[config.mk]
export PLATFORM = sky130hd
export DESIGN_NAME = mem_access_unit_flat
export DESIGN_NICKNAME = d
export VERILOG_FILES = /design/src/rtl/mem_pkg.sv /design/src/rtl/mem_access_unit_if.sv /design/src/rtl/mem_align.sv /design/src/rtl/mem_access_unit.sv /design/src/flat_wrapper.sv
export SDC_FILE = /design/constraint.sdc
export NUM_CORES = 1
export LEC_CHECK = 0
export CORE_ASPECT_RATIO = 1.75
export CORE_MARGIN = 2
export CORE_UTILIZATION = 35
export DETAILED_ROUTE_END_ITERATION = 10
export PLACE_DENSITY = 0.72
export SYNTH_ARGS = -nofsm -noshare
export SYNTH_HDL_FRONTEND = slang
export SYNTH_HIERARCHICAL = 1
export SYNTH_SLANG_ARGS = --single-unit
[constraint.sdc]
create_clock -name clk -period 3 [get_ports clk]
set_input_delay 0.3 -clock clk [delete_from_list [all_inputs] [get_ports clk]]
set_output_delay 0.3 -clock clk [all_outputs]
set_load 0.01 [all_outputs]
[src/rtl/mem_pkg.sv]
// Shared constants and FSM state type for the memory-access stage.
package mem_pkg;

  localparam logic [6:0] OPC_LOAD  = 7'b0000011;
  localparam logic [6:0] OPC_STORE = 7'b0100011;

  localparam logic [1:0] SZ_BYTE = 2'b00;
  localparam logic [1:0] SZ_HALF = 2'b01;
  localparam logic [1:0] SZ_WORD = 2'b10;

  typedef enum logic [1:0] {
    ST_IDLE = 2'd0,
    ST_REQ  = 2'd1,
    ST_RESP = 2'd2
  } state_e;

  function automatic logic is_mem_op(input logic [6:0] opc);
    return (opc == OPC_LOAD) || (opc == OPC_STORE);
  endfunction

endpackage

[src/rtl/mem_access_unit_if.sv]
// Data-memory req/ack bus between the memory-access stage (master) and memory (slave).
interface mem_access_unit_if #(
  parameter int ADDR_W = 32
) ();

  logic              dmem_req;
  logic              dmem_we;
  logic [ADDR_W-1:0] dmem_addr;
  logic [31:0]       dmem_wdata;
  logic [3:0]        dmem_be;
  logic              dmem_ack;
  logic [31:0]       dmem_rdata;

  modport master (
    output dmem_req, dmem_we, dmem_addr, dmem_wdata, dmem_be,
    input  dmem_ack, dmem_rdata
  );

  modport slave (
    input  dmem_req, dmem_we, dmem_addr, dmem_wdata, dmem_be,
    output dmem_ack, dmem_rdata
  );

endinterface

[src/rtl/mem_align.sv]
// Combinational byte-lane logic: store byte enables/replication, misalignment
// detection, and load-data extraction with sign/zero extension.
module mem_align
  import mem_pkg::*;
(
  input  logic [1:0]  off_i,
  input  logic [1:0]  sz_i,
  input  logic        su_i,
  input  logic [31:0] sdata_i,
  input  logic [31:0] rdata_i,
  output logic [3:0]  be_o,
  output logic [31:0] wdata_o,
  output logic [31:0] ldata_o,
  output logic        misalign_o
);

  logic [31:0] shifted;

  always_comb begin
    shifted    = rdata_i >> {off_i, 3'b000};
    be_o       = 4'b1111;
    wdata_o    = sdata_i;
    ldata_o    = shifted;
    misalign_o = 1'b0;
    case (sz_i)
      SZ_BYTE: begin
        be_o    = 4'b0001 << off_i;
        wdata_o = {4{sdata_i[7:0]}};
        ldata_o = su_i ? {{24{shifted[7]}}, shifted[7:0]} : {24'b0, shifted[7:0]};
      end
      SZ_HALF: begin
        be_o       = 4'b0011 << {off_i[1], 1'b0};
        wdata_o    = {2{sdata_i[15:0]}};
        ldata_o    = su_i ? {{16{shifted[15]}}, shifted[15:0]} : {16'b0, shifted[15:0]};
        misalign_o = off_i[0];
      end
      // word, and size code 11 which is handled as a word
      default: begin
        misalign_o = |off_i;
      end
    endcase
  end

endmodule

[src/rtl/mem_access_unit.sv]
// Memory-access stage: IDLE/REQ/RESP FSM driving the data-memory bus and a
// registered write-back result. Optional bus timeout under `MEM_TIMEOUT_EN.
module mem_access_unit
  import mem_pkg::*;
#(
  parameter int ADDR_W         = 32,
  parameter int TIMEOUT_CYCLES = 16
) (
  input  logic                clk,
  input  logic                rst,
  input  logic                ex_valid,
  input  logic [31:0]         result,
  input  logic [31:0]         Data_store,
  input  logic [6:0]          opcode,
  input  logic                su,
  input  logic [1:0]          whb,
  input  logic [1:0]          wos,
  input  logic [31:0]         PC_4,
  mem_access_unit_if.master   dmem,
  output logic                mem_busy,
  output logic                wb_valid,
  output logic [31:0]         mem_data_MEM,
  output logic [31:0]         result_MEM,
  output logic [31:0]         PC_4_MEM,
  output logic [1:0]          wos_MEM,
  output logic                misalign,
  output logic                bus_err
);

  state_e      state_q, state_d;

  // operands captured on acceptance, used while the bus transaction runs
  logic [31:0] res_q, res_d;
  logic [31:0] pc4_q, pc4_d;
  logic [31:0] sdata_q, sdata_d;
  logic [1:0]  wos_q, wos_d;
  logic [1:0]  sz_q, sz_d;
  logic        su_q, su_d;
  logic        we_q, we_d;

  // write-back outputs, loaded only on entry to RESP
  logic [31:0] res_mem_q, res_mem_d;
  logic [31:0] pc4_mem_q, pc4_mem_d;
  logic [31:0] ldat_mem_q, ldat_mem_d;
  logic [1:0]  wos_mem_q, wos_mem_d;
  logic        mis_q, mis_d;

`ifdef MEM_TIMEOUT_EN
  localparam int CNT_W = $clog2(TIMEOUT_CYCLES + 1);
  localparam logic [CNT_W-1:0] CNT_LAST = CNT_W'(TIMEOUT_CYCLES - 1);
  logic [CNT_W-1:0] cnt_q, cnt_d;
  logic             berr_q, berr_d;
`else
  logic unused_timeout;
  assign unused_timeout = ^TIMEOUT_CYCLES;
`endif

  logic        in_idle;
  logic [1:0]  al_off, al_sz;
  logic        al_su;
  logic [3:0]  al_be;
  logic [31:0] al_wdata, al_ldata;
  logic        al_mis;
  logic        accept_mem;

  // In IDLE the aligner looks at the live EX operands (misalign check);
  // otherwise it works on the captured transaction.
  assign in_idle = (state_q == ST_IDLE);
  assign al_off  = in_idle ? result[1:0] : res_q[1:0];
  assign al_sz   = in_idle ? whb         : sz_q;
  assign al_su   = in_idle ? su          : su_q;

  mem_align u_align (
    .off_i      (al_off),
    .sz_i       (al_sz),
    .su_i       (al_su),
    .sdata_i    (sdata_q),
    .rdata_i    (dmem.dmem_rdata),
    .be_o       (al_be),
    .wdata_o    (al_wdata),
    .ldata_o    (al_ldata),
    .misalign_o (al_mis)
  );

  assign accept_mem = in_idle && ex_valid && is_mem_op(opcode) && !al_mis;

  always_comb begin
    state_d    = state_q;
    res_d      = res_q;
    pc4_d      = pc4_q;
    sdata_d    = sdata_q;
    wos_d      = wos_q;
    sz_d       = sz_q;
    su_d       = su_q;
    we_d       = we_q;
    res_mem_d  = res_mem_q;
    pc4_mem_d  = pc4_mem_q;
    ldat_mem_d = ldat_mem_q;
    wos_mem_d  = wos_mem_q;
    mis_d      = mis_q;
`ifdef MEM_TIMEOUT_EN
    cnt_d      = cnt_q;
    berr_d     = berr_q;
`endif

    case (state_q)
      ST_IDLE: begin
        if (ex_valid) begin
          res_d   = result;
          pc4_d   = PC_4;
          wos_d   = wos;
          sz_d    = whb;
          su_d    = su;
          sdata_d = Data_store;
          we_d    = (opcode == OPC_STORE);
          if (accept_mem) begin
            state_d = ST_REQ;
`ifdef MEM_TIMEOUT_EN
            cnt_d   = '0;
`endif
          end else begin
            // non-memory op, or a misaligned access that never reaches the bus
            state_d    = ST_RESP;
            res_mem_d  = result;
            pc4_mem_d  = PC_4;
            wos_mem_d  = wos;
            ldat_mem_d = '0;
            mis_d      = is_mem_op(opcode);
`ifdef MEM_TIMEOUT_EN
            berr_d     = 1'b0;
`endif
          end
        end
      end

      ST_REQ: begin
        if (dmem.dmem_ack) begin
          state_d    = ST_RESP;
          res_mem_d  = res_q;
          pc4_mem_d  = pc4_q;
          wos_mem_d  = wos_q;
          ldat_mem_d = we_q ? 32'h0 : al_ldata;
          mis_d      = 1'b0;
`ifdef MEM_TIMEOUT_EN
          berr_d     = 1'b0;
        end else if (cnt_q == CNT_LAST) begin
          state_d    = ST_RESP;
          res_mem_d  = res_q;
          pc4_mem_d  = pc4_q;
          wos_mem_d  = wos_q;
          ldat_mem_d = '0;
          mis_d      = 1'b0;
          berr_d     = 1'b1;
        end else begin
          cnt_d      = cnt_q + CNT_W'(1);
`endif
        end
      end

      ST_RESP: state_d = ST_IDLE;

      default: state_d = ST_IDLE;
    endcase
  end

  always_comb begin
    dmem.dmem_req   = (state_q == ST_REQ);
    dmem.dmem_we    = (state_q == ST_REQ) && we_q;
    dmem.dmem_addr  = '0;
    dmem.dmem_wdata = '0;
    dmem.dmem_be    = '0;
    if (state_q == ST_REQ) begin
      dmem.dmem_addr  = {res_q[ADDR_W-1:2], 2'b00};
      dmem.dmem_wdata = al_wdata;
      dmem.dmem_be    = al_be;
    end
  end

  assign mem_busy     = (state_q == ST_REQ) || accept_mem;
  assign wb_valid     = (state_q == ST_RESP);
  assign result_MEM   = res_mem_q;
  assign PC_4_MEM     = pc4_mem_q;
  assign wos_MEM      = wos_mem_q;
  assign mem_data_MEM = ldat_mem_q;
  assign misalign     = mis_q;
`ifdef MEM_TIMEOUT_EN
  assign bus_err      = berr_q;
`else
  assign bus_err      = 1'b0;
`endif

  always_ff @(posedge clk) begin
    if (!rst) begin
      state_q    <= ST_IDLE;
      res_q      <= '0;
      pc4_q      <= '0;
      sdata_q    <= '0;
      wos_q      <= '0;
      sz_q       <= '0;
      su_q       <= 1'b0;
      we_q       <= 1'b0;
      res_mem_q  <= '0;
      pc4_mem_q  <= '0;
      ldat_mem_q <= '0;
      wos_mem_q  <= '0;
      mis_q      <= 1'b0;
`ifdef MEM_TIMEOUT_EN
      cnt_q      <= '0;
      berr_q     <= 1'b0;
`endif
    end else begin
      state_q    <= state_d;
      res_q      <= res_d;
      pc4_q      <= pc4_d;
      sdata_q    <= sdata_d;
      wos_q      <= wos_d;
      sz_q       <= sz_d;
      su_q       <= su_d;
      we_q       <= we_d;
      res_mem_q  <= res_mem_d;
      pc4_mem_q  <= pc4_mem_d;
      ldat_mem_q <= ldat_mem_d;
      wos_mem_q  <= wos_mem_d;
      mis_q      <= mis_d;
`ifdef MEM_TIMEOUT_EN
      cnt_q      <= cnt_d;
      berr_q     <= berr_d;
`endif
    end
  end

endmodule

[src/flat_wrapper.sv]
// flat-port wrapper written by rule: the top's interface ports become plain ports
module mem_access_unit_flat import mem_pkg::*;
#(
  parameter int ADDR_W         = 32,
  parameter int TIMEOUT_CYCLES = 16
)
  (clk, rst, ex_valid, result, Data_store, opcode, su, whb, wos, PC_4, mem_busy, wb_valid, mem_data_MEM, result_MEM, PC_4_MEM, wos_MEM, misalign, bus_err, dmem_dmem_req, dmem_dmem_we, dmem_dmem_addr, dmem_dmem_wdata, dmem_dmem_be, dmem_dmem_ack, dmem_dmem_rdata);
  mem_access_unit_if #(.ADDR_W(ADDR_W)) dmem_i ();
  input  logic clk;
  input  logic rst;
  input  logic ex_valid;
  input  logic [31:0] result;
  input  logic [31:0] Data_store;
  input  logic [6:0] opcode;
  input  logic su;
  input  logic [1:0] whb;
  input  logic [1:0] wos;
  input  logic [31:0] PC_4;
  output logic mem_busy;
  output logic wb_valid;
  output logic [31:0] mem_data_MEM;
  output logic [31:0] result_MEM;
  output logic [31:0] PC_4_MEM;
  output logic [1:0] wos_MEM;
  output logic misalign;
  output logic bus_err;
  output wire logic [$bits(dmem_i.dmem_req)-1:0] dmem_dmem_req;
  output wire logic [$bits(dmem_i.dmem_we)-1:0] dmem_dmem_we;
  output wire logic [$bits(dmem_i.dmem_addr)-1:0] dmem_dmem_addr;
  output wire logic [$bits(dmem_i.dmem_wdata)-1:0] dmem_dmem_wdata;
  output wire logic [$bits(dmem_i.dmem_be)-1:0] dmem_dmem_be;
  input wire logic [$bits(dmem_i.dmem_ack)-1:0] dmem_dmem_ack;
  input wire logic [$bits(dmem_i.dmem_rdata)-1:0] dmem_dmem_rdata;
  assign dmem_dmem_req = dmem_i.dmem_req;
  assign dmem_dmem_we = dmem_i.dmem_we;
  assign dmem_dmem_addr = dmem_i.dmem_addr;
  assign dmem_dmem_wdata = dmem_i.dmem_wdata;
  assign dmem_dmem_be = dmem_i.dmem_be;
  assign dmem_i.dmem_ack = dmem_dmem_ack;
  assign dmem_i.dmem_rdata = dmem_dmem_rdata;
  mem_access_unit #(.ADDR_W(ADDR_W), .TIMEOUT_CYCLES(TIMEOUT_CYCLES)) u_core (.clk(clk), .rst(rst), .ex_valid(ex_valid), .result(result), .Data_store(Data_store), .opcode(opcode), .su(su), .whb(whb), .wos(wos), .PC_4(PC_4), .dmem(dmem_i), .mem_busy(mem_busy), .wb_valid(wb_valid), .mem_data_MEM(mem_data_MEM), .result_MEM(result_MEM), .PC_4_MEM(PC_4_MEM), .wos_MEM(wos_MEM), .misalign(misalign), .bus_err(bus_err));
endmodule
==> results.sh, run 1 <==
# physical design summary
export IMPL_netlist_top_cells_count="238 x nand2_1, 207 x a21oi_1, 203 x dfxtp_1"
export IMPL_setup_worst_path_class="reg -> out"
export IMPL_min_period_ns=2.91
export IMPL_grt_use_total=0.219
export IMPL_synth_area_leader_cell="dfxtp_1"
export IMPL_numSynthFlops=203
export IMPL_final_hold_violation_count=0
export IMPL_setup_ws_ns=0.0868
export IMPL_grt_overflow=0
export IMPL_ff_type="dfxtp_1"
export IMPL_antenna_found_initial=4
export IMPL_source_of_the_worst_hold_timing_path="Data_store[8]"
export IMPL_clk_root_buffer_cell="clkbuf_16"
export IMPL_cap_viol_max_count=0
export IMPL_cts_clk_slew_worst_paths_ns=0.07
export IMPL_worstPathMaxFanout=24
export IMPL_top_layer="met5"
export IMPL_drive_gt1_frac=0.113
export IMPL_grt_pass1_wl_mm=49.3
export IMPL_status="complete, no violations"
export IMPL_critical_path_endpoint_type="primary output"
export IMPL_yosysTopAreaCellShare=0.430
export IMPL_clkSinkCount=203
export IMPL_first_global_vias=8742
export IMPL_floorplan_die_height_um=221
export IMPL_timing_worst_slew_pin_value_ns=0.931
export IMPL_reg2reg_setup_slack_ns=0.13
export IMPL_port_buffers=312
export IMPL_routabilityCongestion=0.906
export IMPL_final_max_slew_viol_count=0
export IMPL_logic_depth_of_the_worst_register_to_register_path=10
export IMPL_worst_slew_margin_rel=0.378
export IMPL_wl_met3_mm=1.84
export IMPL_grt_start_max_net_pins=101
export IMPL_timing_fmax_mhz=343
export IMPL_cp_data_required_time_ns=2.70
export IMPL_openroad_warnings=29
export IMPL_arrival_time_at_the_worst_endpoint_ns=2.61
export IMPL_fp_density=0.355
export IMPL_route_detailed_wl_per_inst_um=19.1
export IMPL_ys_warnings_count=6
export IMPL_post_synth_top_count_cell="nand2_1"
export IMPL_detailroute_via_count=9006
-- run 1: critical path, cell delays in order (launching register included) --
cell	delay (ns)
dfxtp_1	0.33
nor2_4	0.14
buf_4	0.14
mux2_2	0.34
buf_4	0.24
nand2b_1	0.14
a21o_1	0.11
and2_1	0.12
clkdlybuf4s50_1	0.53
-- run 1: metal layers --
metal | vias to the layer above | GRT usage
li1 | 4339 | -
met2 | 328 | 0.388
met1 | 4250 | 0.246
met4 | 2 | 0.113
met3 | 87 | 0.0377
met5 | - | 0
-- run 1: kinds of logic after synthesis --
family                 synth area share
and+or+nand+nor                   0.157
AOI/OAI and AO/OA                 0.256
muxes                            0.0946
other                          0.000397
DFF                               0.430
buffers and inverters            0.0619
-- run 1: power by group --
part,total (W),internal [W],switching (W)
clock,0.00251,0.00139,0.00113
combinational,0.00117,0.000577,0.000593
sequential,0.00294,0.00285,0.0000920
-- run 1: per-stage QoR --
step           cell area (um^2)  power (W)  TNS [ns]  instances
5_1_grt                   13500    0.00691         0       1696
3_3_place_gp              12800    0.00413         0       1654
3_5_place_dp              12800    0.00415         0       1654
4_1_cts                   13400    0.00671  -0.00250       1693
2_1_floorplan              9460    0.00361         0       1103
6_report                  13500    0.00663         0       1696
-- run 1: worst max-delay path by stage --
stage,start,end,slack (ns),depth (start not counted)
2_1_floorplan,u_core/state_q[1],mem_busy,0.08,11
3_3_place_gp,whb[1],mem_busy,0.04,7
3_5_place_dp,opcode[3],u_core/PC_4_MEM[9],0.007,7
4_1_cts,u_core/state_q[1],mem_busy,-0.002,8
5_1_grt,u_core/state_q[1],dmem_dmem_be[0],0.001,8
6_report,u_core/state_q[1],dmem_dmem_be[0],0.09,8
-- run 1: cell type report --
class	instances	area (um^2)
Antenna cell	3	7.51
Clock buffer	27	588
Clock inverter	10	58.8
Fill cell	2516	13100
Inverter	4	23.8
Multi-Input combinational cell	781	4840
Sequential cell	203	4060
Tap cell	324	405
Timing Repair Buffer	344	3470
-- run 1: flip-flops by register name, indices dropped and copies added, names as in the netlist --
name                 flops
u_core/res_q            32
u_core/su_q              1
u_core/state_q           2
u_core/pc4_q            32
u_core/sz_q              2
u_core/result_MEM       32
u_core/PC_4_MEM         32
u_core/misalign          1
u_core/wos_q             2
u_core/mem_data_MEM     32
u_core/sdata_q          32
u_core/wos_MEM           2
u_core/we_q              1
-- run 1: placed cells by master, fill, tap and decap left out, types with 22 or more instances in the layout --
cell | synthesis | final
a211oi_1 | 26 | 26
a211oi_2 | 40 | 40
clkdlybuf4s50_1 | 0 | 297
mux2_2 | 30 | 29
a22o_1 | 32 | 32
buf_4 | 12 | 22
and2_1 | 68 | 67
a21oi_1 | 207 | 207
nand2_1 | 238 | 238
mux2i_1 | 54 | 54
dfxtp_1 | 203 | 203
-- run 1: repair_timing --
item,in CTS,in global routing
endpoints found under the setup margin,19,28
setup buffers,2,0
gates resized,22,6
### Zoomed window, run 1

Scale bar: 20 um. Region (7, 30) to (57, 80) um. Cells in gray, sequential cells in the stronger gray; small squares are vias.
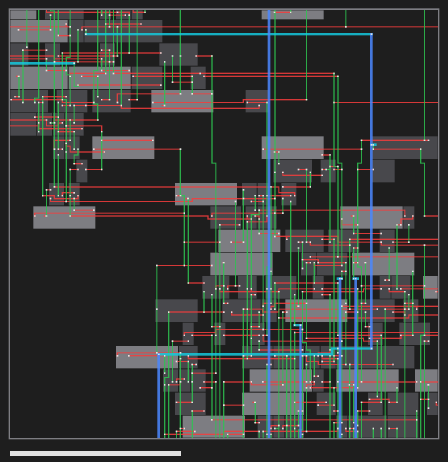
Key: red = met1; blue = met4; cyan = met3; green = met2
Netlist names of flops here include u_core/result_MEM (8), u_core/res_q (7), u_core/PC_4_MEM (2). Most frequent: a21oi_1 (24), dfxtp_1 (18), nand2_1 (16). Sequential cells in the window: 18. 93 logic cells have their middle in the window.

### Cell classes on the final placement, run 1

Fill, decap, tap and diode cells in gray.
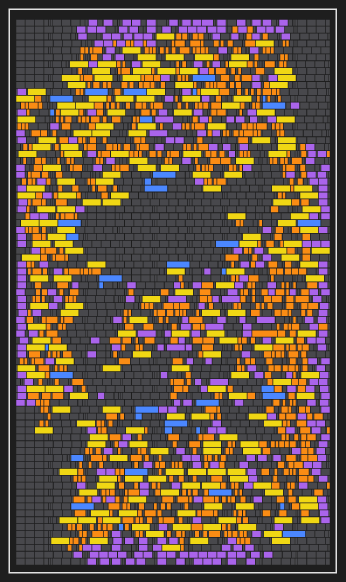
Key: yellow = flip-flops [cells 203, share of their area 31%]; purple = other buffers and delay cells [cells 344, share of their area 27%]; orange = all other logic [cells 785, share of their area 37%]; blue = clock drivers and dummy loads [cells 37, share of their area 5.0%]

### Placed standard cells, run 1

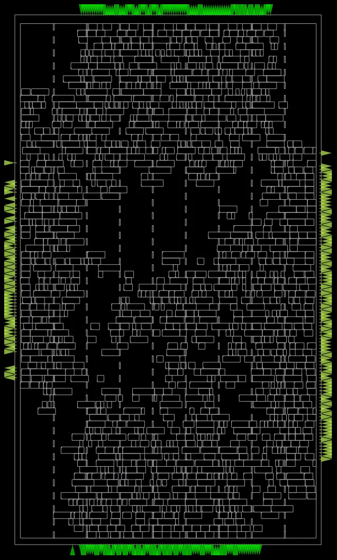
number of fill cells: 2516
flip-flop and latch count: 203
total number of tap cells: 324
Row Count: 79
utilization after layout: 0.506

### Routed metal per tile, run 1

Scale bar: 50 um. The die is cut into 13 by 22 equal tiles; black is low, pale yellow is high, scaled to the fullest tile. Values are wire area over tile area, all layers added.
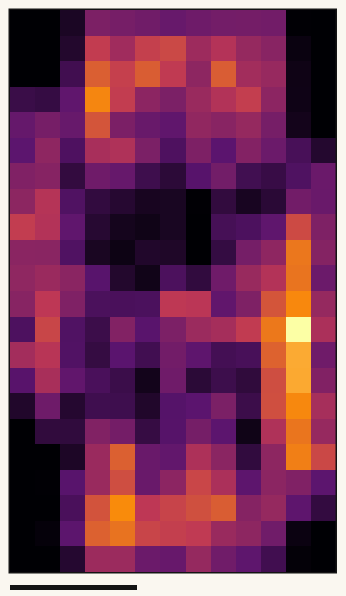

==> run 1 -> run 2 <==
--- a/config.mk
+++ b/config.mk
@@ -5,12 +5,14 @@
 export SDC_FILE = /design/constraint.sdc
 export NUM_CORES = 1
 export LEC_CHECK = 0
+export CELL_PAD_IN_SITES_DETAIL_PLACEMENT = 0
+export CELL_PAD_IN_SITES_GLOBAL_PLACEMENT = 2
 export CORE_ASPECT_RATIO = 1.75
 export CORE_MARGIN = 2
-export CORE_UTILIZATION = 35
+export CORE_UTILIZATION = 23
 export DETAILED_ROUTE_END_ITERATION = 10
-export PLACE_DENSITY = 0.72
+export PLACE_DENSITY = 0.82
+export SKIP_LAST_GASP = 1
 export SYNTH_ARGS = -nofsm -noshare
 export SYNTH_HDL_FRONTEND = slang
-export SYNTH_HIERARCHICAL = 1
 export SYNTH_SLANG_ARGS = --single-unit
### Routed metal per tile, run 2

Scale bar: 50 um. The die is cut into 16 by 27 equal tiles; black is low, pale yellow is high, scaled to the fullest tile. Values are wire area over tile area, all layers added.
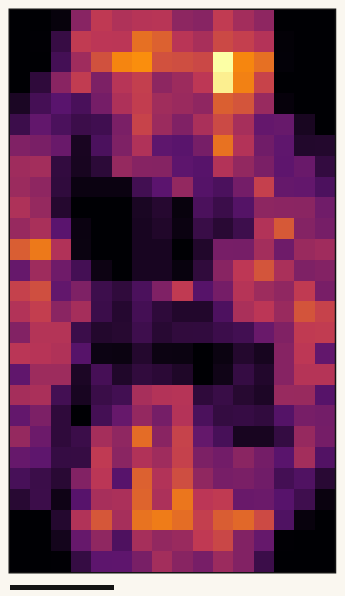
The mean over all tiles is 0.13. 14% of the tiles are over half the peak. 12% of the tiles are nearly empty. The fullest tile reaches 0.45. The emptiest ninth of the die: center.

### Placed standard cells, run 2

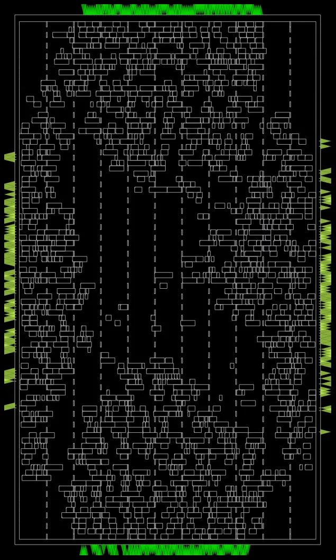
sequential share of cell area: 0.298
total number of tap cells: 495
utilization after layout: 0.342
Row Count: 97

### Cell classes on the final placement, run 2

Fill, decap, tap and diode cells in gray.
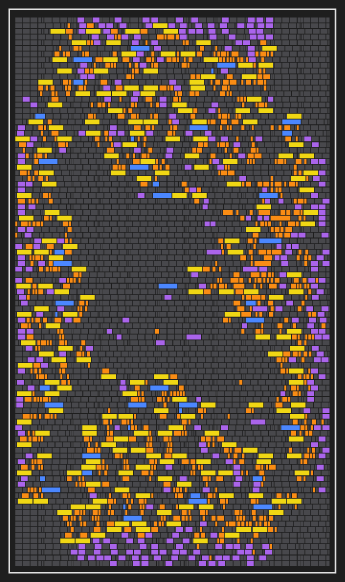
Key: yellow = flip-flops [cells 203, share of their area 31%]; blue = clock drivers and dummy loads [cells 41, share of their area 5.9%]; purple = other buffers and delay cells [cells 338, share of their area 26%]; orange = all other logic [cells 854, share of their area 37%]

==> results.sh, run 2 <==
# physical design summary
export IMPL_critical_path_endpoint_type="primary output"
export IMPL_fp_density=0.233
export IMPL_drive_gt1_frac=0.0682
export IMPL_tritoncts="built"
export IMPL_post_synth_top_count_cell="nand2_1"
export IMPL_cp_buffers_inverters=2
export IMPL_netlist_top_cells_count="379 x nand2_1, 203 x dfxtp_1, 109 x a21boi_0"
export IMPL_cts_hold_buffers_added=0
export IMPL_setup_total_negative_slack_ns=0
export IMPL_arrival_time_at_the_worst_endpoint_ns=2.57
export IMPL_status="complete, no violations"
export IMPL_cap_viol_max_count=0
export IMPL_layout_top_cell="nand2_1"
export IMPL_timing_fmax_mhz=348
export IMPL_yosysTopAreaCellShare=0.437
export IMPL_grt_pass1_wl_mm=53.0
export IMPL_critPathSlowestCell="clkdlybuf4s50_1"
export IMPL_timing_worst_slew_pin_value_ns=1.17
export IMPL_grt_overflow=0
export IMPL_fin_cells=1935
export IMPL_detailroute_via_count=8901
export IMPL_port_buffers=312
export IMPL_placed_cells_incl_taps=1888
export IMPL_worstPathMaxFanout=21
export IMPL_routabilityCongestion=0.787
export IMPL_final_max_slew_viol_count=0
export IMPL_grt_use_total=0.161
export IMPL_setup_worst_path_class="reg -> out"
export IMPL_finalWirelength_mm=34.5
export IMPL_clkSinkCount=203
export IMPL_crit_chain="or2_1 > a21oi_2 > buf_12 > o21ai_0 > a21oi_1 > clkdlybuf4s50_1"
export IMPL_dieWidth_um=156
export IMPL_final_hold_violation_count=0
export IMPL_path_delay_family="buffers and inverters"
export IMPL_clk_root_buffer_cell="clkbuf_16"
export IMPL_enable_flop_cells=0
export IMPL_layout_top_cells="377 x nand2_1, 310 x clkdlybuf4s50_1, 201 x dfxtp_1"
export IMPL_openroad_warnings=33
export IMPL_first_global_vias=8854
export IMPL_min_period_ns=2.87
export IMPL_cts_htree_levels=1
export IMPL_min_path_type="in -> reg"
export IMPL_route_detailed_wl_per_inst_um=17.8
export IMPL_dp_hpwl_mm=23.9
export IMPL_numSynthFlops=203
export IMPL_worst_slew_margin_rel=0.223
export IMPL_cp_data_required_time_ns=2.70
export IMPL_cts_clk_slew_worst_paths_ns=0.06
export IMPL_cpPeakStageDelay_ns=0.56
export IMPL_ff_type="dfxtp_1"
export IMPL_ys_warnings_count=0
export IMPL_floorplan_die_height_um=270
export IMPL_antenna_found_initial=4
export IMPL_grt_start_max_net_pins=117
export IMPL_synth_area_leader_cell="dfxtp_1"
[run 2: cell types whose count changed after synthesis, moves of 26 or more]
cell | previous run | this run
o211a_1 | 0 | 66
a22o_1 | 32 | 0
and2_1 | 68 | 41
a21oi_1 | 207 | 53
a211oi_1 | 26 | 0
nand3_1 | 1 | 48
nand2_1 | 238 | 379
mux2_2 | 30 | 1
a21boi_0 | 1 | 109
a211oi_2 | 40 | 0
mux2i_1 | 54 | 19
[run 2: power by group]
part           switching, W  total (W)  internal, W
combinational      0.000501    0.00102     0.000517
clock               0.00118    0.00290      0.00172
sequential        0.0000957    0.00295      0.00285
[run 2: worst paths after layout]
check | from | end | slack, ns | depth (start not counted)
worst max register to register | u_core.state_q[1] | u_core.mem_data_MEM[2] | 0.64 | 6
worst max-delay path | u_core.state_q[1] | dmem_dmem_wdata[8] | 0.13 | 6
worst min register to register | u_core.mem_data_MEM[24] | u_core.mem_data_MEM[24] | 0.45 | 2
worst min-delay path | rst | u_core.mem_data_MEM[15] | 0.13 | 3
[run 2: logic make-up (layout without fill, tap and decap cells)]
| group | count (synthesis) | after routing | synth area share |
|---|---|---|---|
| compound gates | 300 | 300 | 0.246 |
| buf+inv | 109 | 388 | 0.0564 |
| flops | 203 | 203 | 0.437 |
| mux | 20 | 20 | 0.0217 |
| other cells | 1 | 7 | 0.000403 |
| simple gates | 522 | 522 | 0.238 |
[run 2: final cells by class]
class | instances | area (um^2)
clock inverters | 5 | 56.3
inverters | 9 | 35.0
repair buffers | 338 | 3380
multi-input cells | 845 | 4770
flip-flops and latches | 203 | 4070
fillers | 4187 | 26300
well taps | 495 | 619
clock buffers | 36 | 714
diodes | 4 | 10.0
[run 2: timing repair]
item                       CTS  global route
setup buffers                0             2
setup endpoints to repair   48            16
pin swaps                    0             1
resized                      4             3
[run 2: worst min-delay path, delay by kind of cell]
| kind | cells | cell delay, ns |
|---|---|---|
| buf+inv | 1 | 0.13 |
| compound gates | 1 | 0.08 |
| simple gates | 1 | 0.08 |
[run 2: stage by stage]
| stage | setup slack, ns | hold slack, ns | area, um^2 | total power, W |
|---|---|---|---|---|
| after global routing | -0.00281 | 0.117 | 13700 | 0.00720 |
| after detailed placement | 0.134 | 0.443 | 12800 | 0.00404 |
| after global placement | 0.148 | 0.435 | 12800 | 0.00403 |
| after floorplan | 0.950 | 0.439 | 9310 | 0.00350 |
| after CTS | 0.000765 | 0.0927 | 13600 | 0.00701 |
| final | 0.126 | 0.127 | 13700 | 0.00686 |
[run 2: layer usage]
metal / GRT usage / wire (um) / vias up
met2: 0.303 / 18600 / 224
met5: 0 / 10 / -
li1: - / - / 4427
met3: 0.0270 / 1560 / 57
met4: 0.0678 / 1270 / 2
met1: 0.174 / 13100 / 4191
Power is estimated from default activity; no workload was simulated.
